**src/rtl/nco_pkg.sv**
```systemverilog
// Shared types and constants for the NCO control blocks.
package nco_pkg;

   localparam int unsigned NCO_PW = 16;

   typedef enum logic [1:0] {
      MODE_SINGLE   = 2'd0,
      MODE_WRAP     = 2'd1,
      MODE_TRIANGLE = 2'd2
   } sweep_mode_e;

   typedef enum logic [1:0] {
      IDLE = 2'd0,
      UP   = 2'd1,
      DOWN = 2'd2,
      FIN  = 2'd3
   } sweep_state_e;

   // The reserved encoding 3 behaves as a single-shot sweep.
   function automatic sweep_mode_e decode_mode(input logic [1:0] m);
      case (m)
         2'd1:    return MODE_WRAP;
         2'd2:    return MODE_TRIANGLE;
         default: return MODE_SINGLE;
      endcase
   endfunction

endpackage

```
**src/rtl/nco_dwell_timer.sv**
```systemverilog
// Dwell timer: counts 0..limit while enabled, pulses expire on the terminal count.
module nco_dwell_timer #(
   parameter int unsigned DW = 16
) (
   input  logic          clk,
   input  logic          reset_n,
   input  logic          clear,
   input  logic          en,
   input  logic [DW-1:0] limit,
   output logic          expire
);

   logic [DW-1:0] count;

   assign expire = en && !clear && (count == limit);

   always_ff @(posedge clk or negedge reset_n) begin
      if (!reset_n) begin
         count <= '0;
      end else if (clear) begin
         count <= '0;
      end else if (en) begin
         count <= (count == limit) ? '0 : count + 1'b1;
      end
   end

endmodule

```
**src/rtl/nco_sweep_ctrl.sv**
```systemverilog
// Chirp controller: steps the NCO phase increment from f_start to f_stop in
// single-shot, sawtooth-repeat or triangle fashion.
module nco_sweep_ctrl
   import nco_pkg::*;
#(
   parameter int unsigned PW = NCO_PW,
   parameter int unsigned DW = 16
) (
   input  logic          clk,
   input  logic          reset_n,
   input  logic          start,
   input  logic          abort,
   input  logic [1:0]    mode,
   input  logic [PW-1:0] f_start,
   input  logic [PW-1:0] f_stop,
   input  logic [PW-1:0] step,
   input  logic [DW-1:0] dwell,
   output logic [PW-1:0] phase_inc,
   output logic          busy,
   output logic          done,
   output logic          dir_down
);

   sweep_state_e state, state_nxt;
   sweep_mode_e  cfg_mode;
   logic [PW-1:0] cfg_start, cfg_stop, cfg_step;
   logic [DW-1:0] cfg_dwell;

   logic [PW-1:0] phase_nxt;
   logic busy_nxt, done_nxt, dir_nxt;
   logic hold_stop, hold_stop_nxt;
   logic accept, active, expire;
   logic [PW:0] up_sum;
   logic signed [PW:0] dn_diff;

   assign accept  = (state == IDLE) && start && !abort;
   assign active  = (state == UP) || (state == DOWN);
   assign up_sum  = {1'b0, phase_inc} + {1'b0, cfg_step};
   assign dn_diff = $signed({1'b0, phase_inc}) - $signed({1'b0, cfg_step});

   nco_dwell_timer #(.DW(DW)) u_dwell (
      .clk     (clk),
      .reset_n (reset_n),
      .clear   (!active),
      .en      (active),
      .limit   (cfg_dwell),
      .expire  (expire)
   );

   always_ff @(posedge clk or negedge reset_n) begin
      if (!reset_n) begin
         state     <= IDLE;
         phase_inc <= '0;
         busy      <= 1'b0;
         done      <= 1'b0;
         dir_down  <= 1'b0;
         hold_stop <= 1'b0;
         cfg_mode  <= MODE_SINGLE;
         cfg_start <= '0;
         cfg_stop  <= '0;
         cfg_step  <= '0;
         cfg_dwell <= '0;
      end else begin
         state     <= state_nxt;
         phase_inc <= phase_nxt;
         busy      <= busy_nxt;
         done      <= done_nxt;
         dir_down  <= dir_nxt;
         hold_stop <= hold_stop_nxt;
         if (accept) begin
            cfg_mode  <= decode_mode(mode);
            cfg_start <= f_start;
            cfg_stop  <= f_stop;
            cfg_step  <= step;
            cfg_dwell <= dwell;
         end
      end
   end

   // hold_stop marks that f_stop has been emitted and its dwell period must
   // finish before the mode action; the triangle turn-around applies the first
   // descending step on that same expiry.
   always_comb begin
      state_nxt     = state;
      phase_nxt     = phase_inc;
      busy_nxt      = busy;
      done_nxt      = 1'b0;
      dir_nxt       = dir_down;
      hold_stop_nxt = hold_stop;
      unique case (state)
         IDLE: begin
            if (accept) begin
               state_nxt     = UP;
               phase_nxt     = f_start;
               busy_nxt      = 1'b1;
               dir_nxt       = 1'b0;
               hold_stop_nxt = 1'b0;
            end
         end
         UP: begin
            if (abort) begin
               state_nxt = IDLE;
               busy_nxt  = 1'b0;
               dir_nxt   = 1'b0;
            end else if (expire) begin
               if (hold_stop) begin
                  hold_stop_nxt = 1'b0;
                  case (cfg_mode)
                     MODE_WRAP: phase_nxt = cfg_start;
                     MODE_TRIANGLE: begin
                        if (dn_diff > $signed({1'b0, cfg_start})) begin
                           phase_nxt = dn_diff[PW-1:0];
                           state_nxt = DOWN;
                           dir_nxt   = 1'b1;
                        end else begin
                           phase_nxt = cfg_start;
                        end
                     end
                     default: begin
                        state_nxt = FIN;
                        busy_nxt  = 1'b0;
                        done_nxt  = 1'b1;
                     end
                  endcase
               end else if (up_sum < {1'b0, cfg_stop}) begin
                  phase_nxt = up_sum[PW-1:0];
               end else begin
                  phase_nxt     = cfg_stop;
                  hold_stop_nxt = 1'b1;
               end
            end
         end
         DOWN: begin
            if (abort) begin
               state_nxt = IDLE;
               busy_nxt  = 1'b0;
               dir_nxt   = 1'b0;
            end else if (expire) begin
               if (dn_diff > $signed({1'b0, cfg_start})) begin
                  phase_nxt = dn_diff[PW-1:0];
               end else begin
                  phase_nxt = cfg_start;
                  state_nxt = UP;
                  dir_nxt   = 1'b0;
               end
            end
         end
         FIN: begin
            state_nxt = IDLE;
            busy_nxt  = 1'b0;
         end
         default: state_nxt = IDLE;
      endcase
   end

endmodule

```
**config.mk**
```make
export PLATFORM = sky130hd
export DESIGN_NAME = nco_sweep_ctrl
export DESIGN_NICKNAME = d
export VERILOG_FILES = /design/src/rtl/nco_pkg.sv /design/src/rtl/nco_dwell_timer.sv /design/src/rtl/nco_sweep_ctrl.sv
export SDC_FILE = /design/constraint.sdc
export NUM_CORES = 1
export LEC_CHECK = 0
export CAP_MARGIN = 20
export CORE_MARGIN = 10
export CORE_UTILIZATION = 45
export DETAILED_ROUTE_END_ITERATION = 8
export PLACE_DENSITY_LB_ADDON = 0.05
export SLEW_MARGIN = 10
export SYNTH_ARGS = -nofsm -noshare
export SYNTH_HDL_FRONTEND = slang
export SYNTH_SLANG_ARGS = --single-unit
export TNS_END_PERCENT = 5
```
**constraint.sdc**
```tcl
create_clock -name clk -period 11.75 [get_ports clk]
set_input_delay 2.35 -clock clk [delete_from_list [all_inputs] [get_ports clk]]
set_output_delay 2.35 -clock clk [all_outputs]
set_load 0.005 [all_outputs]
```
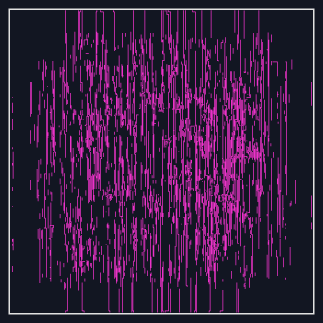
Figure 1: metal 2.
(2 px per µm)
wire length on this layer	10400 µm
longest straight run	66.6 µm
nets with wire on the layer	877
share of all routed wire	46%
main direction	vertical
Routed WL: 22570 µm
M2 GR Usage: 0.3121

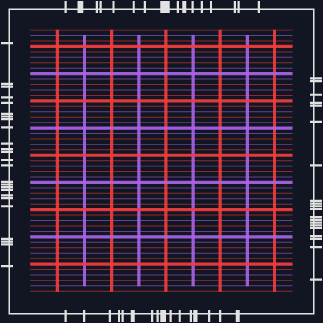
Figure 2: supply network.
(2 px per µm) Pins as bars on the die edge.
net	color
VDD	purple
VSS	red
met1 rails	49
signal pins	89
met5 straps	9
rows	48
met4 straps	9

==> reports/results.ini <==
[final_layout]
area_growth_pct=17.91
fin_util=0.5361
fin_nets=1047
sh_comb_area=0.5160
combGateArea_um2=4735
clkbuf_count=9
final_area_um2=9176
clock_area_frac=0.03450
seq_area_um2=2603
nNonClkInverters=76
seq_area_frac=0.2836
signal_buffers=93
final.fill_count=1608

[cts]
ctsHoldBuffers=0
clk_pin_slew_ns=0.09
cts_tree=done
htreeDepth=3
clkSinkCount=104

[hold_path]
holdPathEnd=cfg_start[13]
worst_hold_path.num_cells=1
hp-start=cfg_start[13]

[setup_path]
critPathLaunchType=flop
cp.required_ns=11.99
r2r-start=cfg_step[1]
crit_type=reg -> reg
crit_end=phase_inc[11]
arrival_ns=5.71
rrSetupSlack_ns=6.28
cp-startpoint=cfg_step[1]

[yosys]
syn-instance-count=839
syn-num-nets=981
top_logic_kind=AND-OR/OR-AND gates
ys_types=68
xor_area_frac=0.05740
mux_area_frac=0.1473

[floorplanning]
die_h_um=151.5
dieArea_um2=22960
std_cell_rows=48
taps=225
io-pin-count=89

[detailed_routing]
drt_iter0_markers=512
highest_layer=met4
vias=6555
first_pass_iters=5

[timing]
hold_viol=0
layout_setup_ws_ns=6.285
whs_ns=0.5117
slew-limit-headroom=0.3471
period_used_share=0.4651
worst_pin_slew_ns=0.9793

[job]
drv_cap=0
tool_warnings=46

[global_routing]
overflow=0
top_usage_layer=met2

[outcome]
status=finished clean

[placement]
gp_congestion=0.9577

==> critical path, stage by stage, from the launching register on <==
cell and delay (ns):
dfrtp_1 0.48, inv_1 0.08, ha_1 0.28, nand2b_1 0.17, a221oi_1 0.48, a22oi_1 0.25
a31oi_1 0.32, a221oi_1 0.16, o31ai_1 0.43, xnor2_1 0.13, ha_1 0.31, o211ai_1 0.13
a2111oi_0 0.46, a21o_1 0.19, a21o_1 0.75, mux2_4 0.37, a221oi_2 0.26, a21oi_1 0.10
==> cells in the final DEF, fill, tap and decap left out, drive strengths merged, types with 25 or more instances in the layout <==
cell	Yosys	final
inv	74	77
nor2	88	88
nand2	39	39
mux2	81	81
dfrtp	104	104
clkdlybuf4s50	0	87
xnor2	25	25
o21ai	25	25
xor2	26	26
ha	70	70
a21oi	63	63
